--- src/rtl/ulpb_layer_ctrl.sv ---
// Link-layer controller between a host and a ULPB-style node: buffered TX
// message sequencing with word handshakes, and single-message RX capture.
module ulpb_layer_ctrl #(
  parameter int DATA_WIDTH = 32,
  parameter int DEPTH      = 4
) (
  input  logic                  CLK,
  input  logic                  RESET,
  output logic [7:0]            TX_ADDR,
  output logic [DATA_WIDTH-1:0] TX_DATA,
  output logic                  TX_PEND,
  output logic                  TX_REQ,
  input  logic                  TX_ACK,
  input  logic                  TX_SUCC,
  input  logic                  TX_FAIL,
  output logic                  TX_RESP_ACK,
  input  logic [7:0]            RX_ADDR,
  input  logic [DATA_WIDTH-1:0] RX_DATA,
  input  logic                  RX_REQ,
  input  logic                  RX_PEND,
  output logic                  RX_ACK,
  input  logic                  HOST_TX_WR,
  input  logic [DATA_WIDTH-1:0] HOST_TX_WDATA,
  input  logic [7:0]            HOST_TX_DEST,
  input  logic                  HOST_TX_START,
  output logic                  HOST_TX_BUSY,
  output logic                  HOST_TX_DONE,
  output logic                  HOST_TX_OK,
  output logic                  HOST_RX_VALID,
  output logic [7:0]            HOST_RX_ADDR,
  output logic [DATA_WIDTH-1:0] HOST_RX_RDATA,
  input  logic                  HOST_RX_RD,
  output logic                  HOST_RX_ERR
);

  localparam int AW = (DEPTH > 1) ? $clog2(DEPTH) : 1;
  localparam int PW = AW + 1;
  localparam logic [PW-1:0] FULL = PW'(DEPTH);
  localparam logic [PW-1:0] ONE  = PW'(1);

  localparam logic [2:0] T_IDLE = 3'd0;
  localparam logic [2:0] T_REQ  = 3'd1;
  localparam logic [2:0] T_GAP  = 3'd2;
  localparam logic [2:0] T_WAIT = 3'd3;
  localparam logic [2:0] T_RESP = 3'd4;

  logic [2:0]            tx_state;
  logic [DATA_WIDTH-1:0] tx_buf [DEPTH];
  logic [PW-1:0]         tx_cnt;
  logic [PW-1:0]         tx_rd;
  logic [PW-1:0]         tx_rd_nxt;
  logic                  tx_wr_en;

  logic [DATA_WIDTH-1:0] rx_buf [DEPTH];
  logic [PW-1:0]         rx_wr;
  logic [PW-1:0]         rx_rd;
  logic                  rx_take;
  logic                  rx_pop;

  assign tx_rd_nxt = tx_rd + ONE;
  assign tx_wr_en  = HOST_TX_WR && (tx_state == T_IDLE) && (tx_cnt != FULL);

  // NOTE: message buffers carry no reset; the counts gate every read, so
  // stale contents are never visible and the RAMs stay reset-free.
  always_ff @(posedge CLK) begin
    if (tx_wr_en)
      tx_buf[tx_cnt[AW-1:0]] <= HOST_TX_WDATA;
  end

  always_ff @(posedge CLK) begin
    if (RESET) begin
      tx_state   <= T_IDLE;
      tx_cnt     <= '0;
      tx_rd      <= '0;
      TX_ADDR    <= '0;
      HOST_TX_OK <= 1'b0;
    end else begin
      if (tx_wr_en)
        tx_cnt <= tx_cnt + ONE;
      case (tx_state)
        T_IDLE: begin
          if (HOST_TX_START && (tx_cnt != '0)) begin
            TX_ADDR  <= HOST_TX_DEST;
            tx_rd    <= '0;
            tx_state <= T_REQ;
          end
        end
        T_REQ: begin
          if (TX_FAIL) begin
            HOST_TX_OK <= 1'b0;
            tx_state   <= T_RESP;
          end else if (TX_ACK) begin
            tx_rd    <= tx_rd_nxt;
            tx_state <= (tx_rd_nxt < tx_cnt) ? T_GAP : T_WAIT;
          end
        end
        T_GAP: begin
          // Wait for the node to drop ACK so the next word is a fresh request.
          if (TX_FAIL) begin
            HOST_TX_OK <= 1'b0;
            tx_state   <= T_RESP;
          end else if (!TX_ACK) begin
            tx_state <= T_REQ;
          end
        end
        T_WAIT: begin
          if (TX_SUCC || TX_FAIL) begin
            HOST_TX_OK <= TX_SUCC && !TX_FAIL;
            tx_state   <= T_RESP;
          end
        end
        T_RESP: begin
          tx_cnt   <= '0;
          tx_rd    <= '0;
          tx_state <= T_IDLE;
        end
        default: tx_state <= T_IDLE;
      endcase
    end
  end

  // NOTE: handshake outputs are decoded straight from state with continuous
  // assigns, so there is no incompletely assigned combinational process.
  assign TX_REQ       = (tx_state == T_REQ);
  assign TX_PEND      = TX_REQ && (tx_rd_nxt < tx_cnt);
  assign TX_DATA      = TX_REQ ? tx_buf[tx_rd[AW-1:0]] : '0;
  assign TX_RESP_ACK  = (tx_state == T_RESP);
  assign HOST_TX_DONE = (tx_state == T_RESP);
  assign HOST_TX_BUSY = (tx_state != T_IDLE);

  assign rx_take = RX_REQ && !RX_ACK && !HOST_RX_VALID;
  assign rx_pop  = HOST_RX_RD && HOST_RX_VALID;

  always_ff @(posedge CLK) begin
    if (rx_take && (rx_wr != FULL))
      rx_buf[rx_wr[AW-1:0]] <= RX_DATA;
  end

  always_ff @(posedge CLK) begin
    if (RESET) begin
      RX_ACK        <= 1'b0;
      rx_wr         <= '0;
      rx_rd         <= '0;
      HOST_RX_VALID <= 1'b0;
      HOST_RX_ADDR  <= '0;
      HOST_RX_ERR   <= 1'b0;
    end else begin
      if (rx_take) begin
        RX_ACK <= 1'b1;
        if (rx_wr == '0)
          HOST_RX_ADDR <= RX_ADDR;
        // Overflow words are still acknowledged so the node can finish.
        if (rx_wr != FULL)
          rx_wr <= rx_wr + ONE;
        else
          HOST_RX_ERR <= 1'b1;
        if (!RX_PEND)
          HOST_RX_VALID <= 1'b1;
      end else if (RX_ACK && !RX_REQ) begin
        RX_ACK <= 1'b0;
      end
      if (rx_pop) begin
        if ((rx_rd + ONE) == rx_wr) begin
          HOST_RX_VALID <= 1'b0;
          HOST_RX_ERR   <= 1'b0;
          rx_rd         <= '0;
          rx_wr         <= '0;
        end else begin
          rx_rd <= rx_rd + ONE;
        end
      end
    end
  end

  assign HOST_RX_RDATA = HOST_RX_VALID ? rx_buf[rx_rd[AW-1:0]] : '0;

endmodule

--- config.mk ---
export PLATFORM = sky130hd
export DESIGN_NAME = ulpb_layer_ctrl
export DESIGN_NICKNAME = d
export VERILOG_FILES = /design/src/rtl/ulpb_layer_ctrl.sv
export SDC_FILE = /design/constraint.sdc
export NUM_CORES = 1
export LEC_CHECK = 0
export CAP_MARGIN = 10
export CORE_MARGIN = 1.5
export CORE_UTILIZATION = 45
export CTS_CLUSTER_SIZE = 14
export DETAILED_ROUTE_END_ITERATION = 8
export HOLD_SLACK_MARGIN = 0.02
export PLACE_DENSITY = 0.74
export RECOVER_POWER = 100
export SKIP_CTS_REPAIR_TIMING = 1
export SYNTH_ARGS = -nofsm -noshare
export SYNTH_HDL_FRONTEND = slang
export SYNTH_SLANG_ARGS = --single-unit
--- constraint.sdc ---
create_clock -name CLK -period 3.31 [get_ports CLK]
set_input_delay 0.4965 -clock CLK [delete_from_list [all_inputs] [get_ports CLK]]
set_output_delay 0.4965 -clock CLK [all_outputs]
set_load 0.05 [all_outputs]
==> job_summary.md, run 1 <==
### Metrics collected by this job

| Metric | Value |
|---|---|
| Status | completed |
| Die Ht | between 150 and 200 um |
| Startpoint Class | flop |
| Worst-Margin Slew | 1.37 ns |
| Buffers added on ports | 178 |
| Crit path arrival time | 2.59 ns |
| Routed wire per std cell | 19.1 um |
| Synthesis area per yosys | about 0.011 mm2 |
| Post-DP HPWL | 14400 um |
| Post-synth cell types | approximately 44 |
| Synthesized area | between 0.01 and 0.015 mm2 |
| Tmin final | 3.09 ns |
| Hold Crit Depth | 2 |
| Synth Seq Share | 0.739 |
| M1 GR Usage | 0.234 |
| Initial antenna violation count | 2 |
| Clock-pin slew on the worst setup and hold paths | 0.06 ns |
| Fin crit share | 0.934 |
| Initial core utilization | 0.456 |
| Tot Pwr | about 10 mW |
| Post-placement setup slack | 0.502 ns |
| PD cells | ~720 mW/mm2 |
| Placed cells | 1096 |
| Die Wd | 163 um |
| Final worst slack | 0.219 ns |
| Share of cells above drive strength 1 | 0.220 |
| Number of enable flip-flop cells | 256 |
| Final Slew Violations | 0 |
| Area leader share | 0.671 |
| Routed Antenna Nets | 0 |
| Crit path DRT | between 2 and 3 ns |
| Setup TNS | 0 ns |
| Main flop type | edfxtp_1 |
| Net Count, Synth | ~700 |
| Yosys cell count | 599 |
| DR iter-0 viols | 504 |
| Synth Register Bits | approximately 300 |
| Worst-case reg-to-reg path depth | 3 |
| Met3 usage | 0.0275 |
| Chip area | 0.0264 mm2 |
| FMAX | 323 MHz |
| Grt ovf | 0 |
| Clk buf depth | 3 |
| Final Hold Viols | 0 |
| CP Max Fanout | 23 |
| First-pass GRT wire length | 34700 um |
| Unrepaired setup endpoints after global routing | false |
| GR Util All Layers | 0.170 |
| Clock Tree Root | clkbuf_16 |
| Gpl congestion | 0.728 |
| VDD IR max | 0.000520 V |
| Drt pass-1 iters | 4 |
| Synthesis-to-layout area growth | 25.4% |
| Top Usage Layer GRT | met2 |
| Clock sinks | 295 |
| Number of global-route vias before repair | 6206 |
| FILL cells | 1948 |
| DRC | 0 |
| Max_cap viols | 0 |
| Mapped Cells | about 600 |
| Normalized max-slew margin | 0.0717 |
| Yosys warnings | 0 |
| Vias/cell | 5.15 |
| Final hold slack | 0.482 ns |
| Final setup fails | 0 |
| LEAKAGE | 4.98 nW |
| Largest net degree at the start of global routing | 39 |
| Crit path kind | flop to output port |
| CTS Buf Count | 30 |
| Mapped Avg Cell Area | roughly 19 um2 |
| CTS tree | yes |
| Top cells by area | edfxtp_1 67%, mux4_2 13%, dfxtp_1 6.8% |
| Asr flop ratio synth | 0 |
| H-tree lvl count | 1 |
| Commonest Layout Cell | edfxtp_1 |
| HP Class | flop to flop |
| NumNets Final | 900 |
| Io pins | 179 |
| Tool Warnings | 32 |
| Yosys top cell by area | edfxtp_1 |
| Top Layout Cells | 256 x edfxtp_1, 90 x dlygate4sd3_1, 64 x mux4_2 |
| Critical Path Sink Type | output port |
==> run 1: cell usage after synthesis, drive strengths merged (2+ instances only) <==
cell and n:
nand2b 4, o21ai 5, dfxtp 39, mux2i 17, nor2b 31, and2 37, nor3b 4, xor2 4
mux4 64, clkbuf 15, a21oi 9, inv 10, nand3 2, nand2 7, ha 12, xnor2 6
a31oi 2, and2b 4, or4 3, edfxtp 256, buf 14, a21o 2, a21boi 2, and3 4
or3b 2, nor2 31
==> run 1: per-layer routing <==
layer  share of wire  vias to the layer above
met1            0.43                     2992
met2            0.49                      175
li1                -                     2746
met5         0.00059                        -
met3           0.055                       36
met4           0.023                        2
==> run 1: sequential cells by signal, summed over array words and instances (netlist names), named ones only <==
name / flops
rx_buf: 128
rx_rd: 3
rx_wr: 3
tx_rd: 3
RX_ACK: 1
tx_cnt: 3
HOST_TX_OK: 1
TX_ADDR: 8
tx_buf: 128
HOST_RX_ERR: 1
tx_state: 3
HOST_RX_VALID: 1
HOST_RX_ADDR: 8
==> run 1: cell families (layout without fill, tap and decap cells) <==
logic type / Yosys count / count (layout) / share of synthesized area
xor+xnor: 10 / 10 / 0.00765
fa+ha+maj: 12 / 12 / 0.0131
compound gates: 26 / 26 / 0.0155
other cells: 0 / 4 / 0
flops: 295 / 295 / 0.739
buf+inv: 39 / 262 / 0.0154
simple gates: 136 / 136 / 0.0683
mux: 81 / 81 / 0.141
==> run 1: metrics by stage <==
stage                     area, um2   util
after global routing          14400  0.572
after detailed placement      13600  0.541
after floorplan               11500      -
final                         14400  0.572
after CTS                     14600  0.583
after global placement        13600  0.541
==> run 1: path summary, 6_finish.rpt <==
| kind | start | end | slack [ns] |
|---|---|---|---|
| max | tx_state[0]$_SDFFE_PP0P_ | TX_DATA[1] | 0.22 |
| min | rx_rd[1]$_SDFFE_PP0P_ | flop | 0.48 |
| max reg2reg | tx_state[2]$_SDFFE_PP0P_ | tx_buf[1][17]$_DFFE_PP_ | 0.47 |
| min reg2reg | rx_rd[1]$_SDFFE_PP0P_ | flop | 0.48 |
==> run 1: worst max-delay path, stage by stage (launching register included) <==
cell,delay [ns]
dfxtp_1,0.47
or3b_4,0.54
buf_4,0.27
and2b_1,0.27
clkbuf_1,0.48
==> run 1: layout make-up <==
| cell class | instances | area [um2] | share of cell area |
|---|---|---|---|
| Sequential cell | 295 | 8470 | 0.590 |
| Multi-Input combinational cell | 265 | 2810 | 0.196 |
| Timing Repair Buffer | 196 | 1580 | 0.110 |
| Clock buffer | 45 | 858 | 0.0597 |
| Tap cell | 330 | 413 | 0.0287 |
| Clock inverter | 11 | 185 | 0.0129 |
| Inverter | 10 | 37.5 | 0.00261 |
| Antenna cell | 4 | 10.0 | 0.000697 |
==> run 1: power by group <==
part	switching [mW]	total [mW]	internal, mW
clock network	1.33	3.50	2.18
logic	1.47	2.23	0.757
registers	0.155	4.65	4.49
==> run_1/m2.png <==
The bar under the picture is 50 um long.
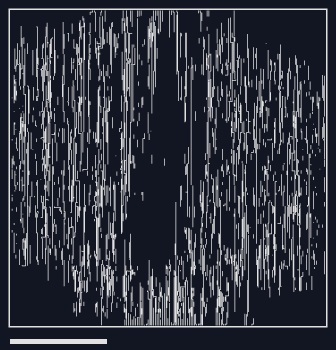
longest straight run: 70.7 um
share of all routed wire: 49%
wire length on this layer: 10800 um
main direction: vertical
Detailed Route WL: 22100 um
Via Count: 5951
met2 GRT Util: 0.284

==> run_1/placed.png <==
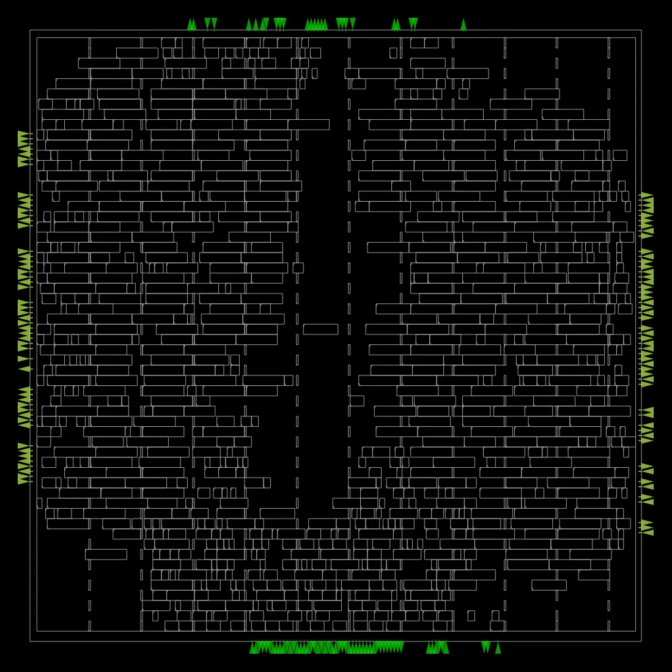
Rows: 58
tap cells: 330
core area: 0.0251 mm2
final non-filler cell total: 1156
Flops: 295

==> run_1/clock_wires.png <==
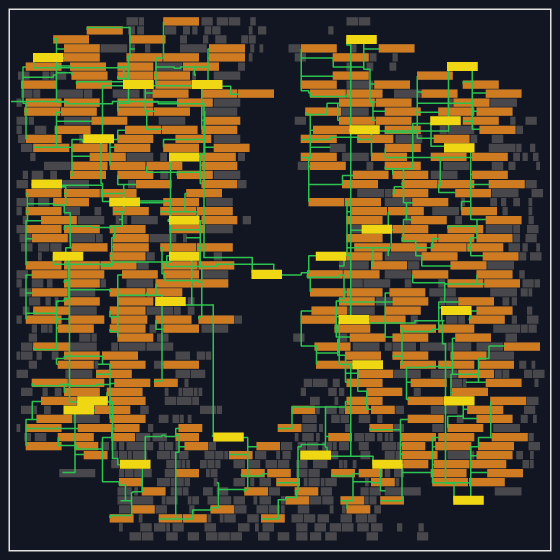
[flip-flops] orange | count: 295
[clock wires] green | length: 3190 um
[clock-net drivers] yellow | count: 30
routed clock nets: 31
flops lie: widely spread
clk_skew: 0.00834 ns
worst skew pair latency: 0.53 ns
clk pwr: 3.50 mW

==> run_1/class_map.png <==
The bar under the picture is 50 um long. Fill, decap, tap and diode cells in grey.
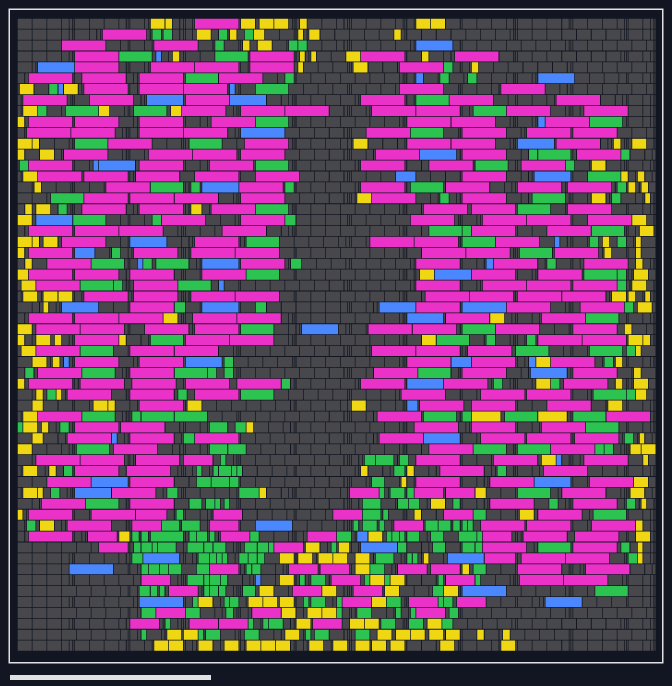

--- run 2 (diff from run 1) ---
Settings changed: CORE_UTILIZATION 45 to 54, PLACE_DENSITY 0.74 to 0.85.
==> run_2/class_map.png <==
The bar under the picture is 50 um long. Fill, decap, tap and diode cells in grey.
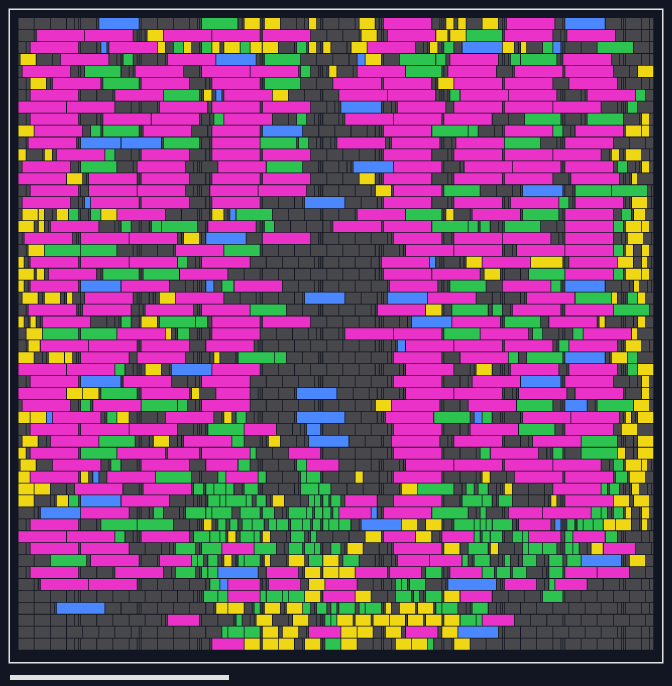
| class | colour | cells | share of their area |
|---|---|---|---|
| registers | magenta | 295 | 61% |
| clock drivers and dummy loads | blue | 49 | 6.5% |
| remaining buffers and delay cells | yellow | 196 | 11% |
| remaining logic cells | green | 275 | 21% |
Rows: 53
sequential fraction of total cell area: 0.599
core area: 0.0209 mm2

==> run 2 against run 1 <==
  * Via count grew 0.67%
  * Routed wire length decreased by 0.32%
  * Sequential share of layout area rose by 0.97 points
  * Sequential power barely moved
  * Count of clock-buffer cells in the layout is 8 lower
  * Global-route usage grew 3.2 points
  * First-iteration DRC count shrank 27%
  * Critical path type unchanged
==> job_summary.md, run 2 <==
### Metrics collected by this job

| Metric | Value |
|---|---|
| Top Layout Cells | 256 x edfxtp_1, 90 x dlygate4sd3_1, 64 x mux4_2 |
| Status | completed |
| Clock-pin slew on the worst setup and hold paths | 0.06 ns (about the same) |
| Fin crit share | 0.917 (-0.0172) |
| Mapped Avg Cell Area | 19.1 um2 (unchanged) |
| Chip area | 0.0221 mm2 (-16%) |
| Mapped Cells | 599 (unchanged) |
| H-tree lvl count | 1 (unchanged) |
| Worst-path cell chain | clkbuf_2 > mux4_2 > and2_1 > clkbuf_2 |
| FILL cells | 1378 (-29%) |
| Unrepaired setup endpoints after global routing | false |
| Clk buf depth | 3 (unchanged) |
| Buffers added on ports | 178 (unchanged) |
| Synthesis-to-layout area growth | 23.4% |
| CP dominant cell by count | clkbuf_2 |
| LEAKAGE | 4.91 nW (-1.4%) |
| Tmin final | 3.03 ns (-0.0570 ns) |
| CTS Buf Count | 29 (-3.3%) |
| FMAX | 330 MHz (+1.9%) |
| Post-synth cell types | 44 (unchanged) |
| Fin area | 0.0141 mm2 (-1.6%) |
| Number of enable flip-flop cells | 256 (unchanged) |
| Commonest Layout Cell | edfxtp_1 |
| Yosys cell count | 599 (unchanged) |
| First-pass GRT wire length | 34200 um (-1.4%) |
| Clock sinks | 295 (unchanged) |
| Asr flop ratio synth | 0 (unchanged) |
| Area leader share | 0.671 (unchanged) |
| Startpoint Class | flop |
| Hold Crit Depth | 2 (unchanged) |
| Final Hold Viols | 0 (unchanged) |
| Io pins | 179 (unchanged) |
| PD cells | 708 mW/mm2 (-1.9%) |
| Synthesis area per yosys | 0.0115 mm2 (unchanged) |
| Die Ht | 149 um (-8.6%) |
| Initial antenna violation count | 2 (unchanged) |
| Number of global-route vias before repair | 6226 (+0.32%) |
| Worst skew pair latency | 0.54 ns (about the same) |
| Slowest cell on crit path | dfxtp_2 |
| Grt ovf | 0 (unchanged) |
| Synth Seq Share | 0.739 (unchanged) |
| Share of cells above drive strength 1 | 0.209 (-0.0116) |
| DR iter-0 viols | 366 (-27%) |
| Net Count, Synth | 701 (unchanged) |
| Tool Warnings | 32 (unchanged) |
| DP Area | 0.0135 mm2 (-0.73%) |
| Final setup fails | 0 (unchanged) |
| Gpl congestion | 0.792 (+8.9%) |
| Drt pass-1 iters | 4 (unchanged) |
| Top-count cell post-synth | edfxtp_1 |
| Worst-case reg-to-reg path depth | 5 (+2) |
| Synth Register Bits | 295 (unchanged) |
| Normalized max-slew margin | 0.120 (+0.0481) |
| Yosys warnings | 0 (unchanged) |
| Max_cap viols | 0 (unchanged) |
| Vias/cell | 5.49 (+6.7%) |
| Crit path arrival time | 2.54 ns (-0.05 ns) |
| Initial core utilization | 0.548 (+0.0922) |
| Largest net degree at the start of global routing | 37 (-5.1%) |
| Gate Area | 0.00281 mm2 (-0.13%) |
| Crit path DRT | 2.81 ns (about the same) |
| VDD IR max | 0.000540 V (+3.7%) |
| CP peak stage delay | 0.67 ns (+0.13 ns) |
| Critical Path Sink Type | output port |
| Reg area | 0.00847 mm2 (unchanged) |
| Yosys top cell by area | edfxtp_1 |
| CTS tree | yes |
| HP Class | flop to flop |
| Crit path kind | flop to output port |
| CP Max Fanout | 14 (-39%) |
| Post-DP HPWL | 14100 um (-2.4%) |
| Routed wire per std cell | 20.2 um (+5.6%) |
| Routed Antenna Nets | 0 (unchanged) |
| Die Wd | 149 um (-8.6%) |
| NumNets Final | 899 (-0.11%) |
| Commonest cells post-synth | 256 x edfxtp_1, 64 x mux4_2, 39 x dfxtp_1 |
| DRC | 0 (unchanged) |
| Main flop type | edfxtp_1 |
| Clk_skew | 0.0147 ns (+0.00641 ns) |
| Tot Pwr | 10.0 mW (-3.5%) |
| Synthesized area | 0.0115 mm2 (unchanged) |
| Top cells by area | edfxtp_1 67%, mux4_2 13%, dfxtp_1 6.8% |
| Finished Core Util | 0.677 (+0.104) |
| Worst-Margin Slew | 1.30 ns (-0.0712 ns) |
| GR Util All Layers | 0.202 (+0.0319) |
| Clock Tree Root | clkbuf_16 |
| Final Slew Violations | 0 (unchanged) |
==> run_2/m2.png <==
The bar under the picture is 50 um long.
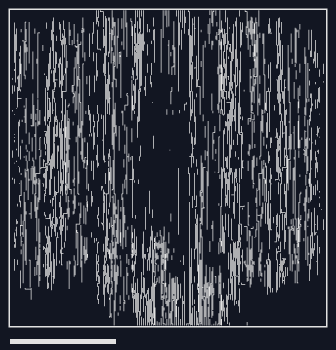
main direction: vertical
wire length on this layer: 11000 um
Detailed Route WL: 22100 um
Via Count: 5991

-- run 2: final timing paths --
path                                 start                       to  slack [ns]
hold / removal     TX_ADDR[0]$_SDFFE_PP0P_  TX_ADDR[0]$_SDFFE_PP0P_        0.49
setup reg to reg  HOST_RX_VALID$_SDFF_PP0_  rx_buf[3][29]$_DFFE_PP_        0.60
setup / recovery                      flop         HOST_RX_RDATA[6]        0.28
hold reg to reg    TX_ADDR[0]$_SDFFE_PP0P_  TX_ADDR[0]$_SDFFE_PP0P_        0.49
-- run 2: layer usage --
| metal | track usage | vias up | routed length, um |
|---|---|---|---|
| met3 | 0.0420 | 32 | 1600 |
| met2 | 0.335 | 216 | 11000 |
| met4 | 0.0455 | 2 | 320 |
| met1 | 0.280 | 3010 | 9130 |
| li1 | - | 2731 | - |
| met5 | 0 | - | 12 |
-- run 2: report_power, final --
| group | internal [mW] | switching [mW] |
|---|---|---|
| logic | 0.758 | 1.48 |
| registers | 4.49 | 0.152 |
| clock network | 1.85 | 1.27 |
-- run 2: cell families after synthesis --
logic type | synth area share
xor+xnor | 0.00765
compound gates | 0.0155
flops | 0.739
buf+inv | 0.0154
simple gates | 0.0683
fa+ha+maj | 0.0131
mux | 0.141
-- run 2: critical path: cells and delay by family, from the launching register on --
family / cells / cell delay (ns)
and+or+nand+nor: 1 / 0.20
buffers and inverters: 2 / 0.58
DFF: 1 / 0.67
muxes: 1 / 0.53
-- run 2: stage by stage --
stage	TNS [ns]	cells	setup WS (ns)	hold WS, ns
final	0	1091	0.276	0.488
after global routing	0	1091	0.123	0.524
after CTS	-0.0745	1090	-0.0745	0.500
after detailed placement	0	1041	0.510	0.485
after global placement	0	1041	0.534	0.470
after floorplan	0	599	0.467	0.454
-- run 2: final cells by class --
| cell class | instances | area share |
|---|---|---|
| Sequential cell | 295 | 0.599 |
| Multi-Input combinational cell | 265 | 0.198 |
| Timing Repair Buffer | 196 | 0.111 |
| Clock buffer | 37 | 0.0542 |
| Tap cell | 275 | 0.0243 |
| Clock inverter | 12 | 0.00965 |
| Inverter | 10 | 0.00266 |
| Antenna cell | 1 | 0.000177 |
Power is estimated from default activity; no workload was simulated.
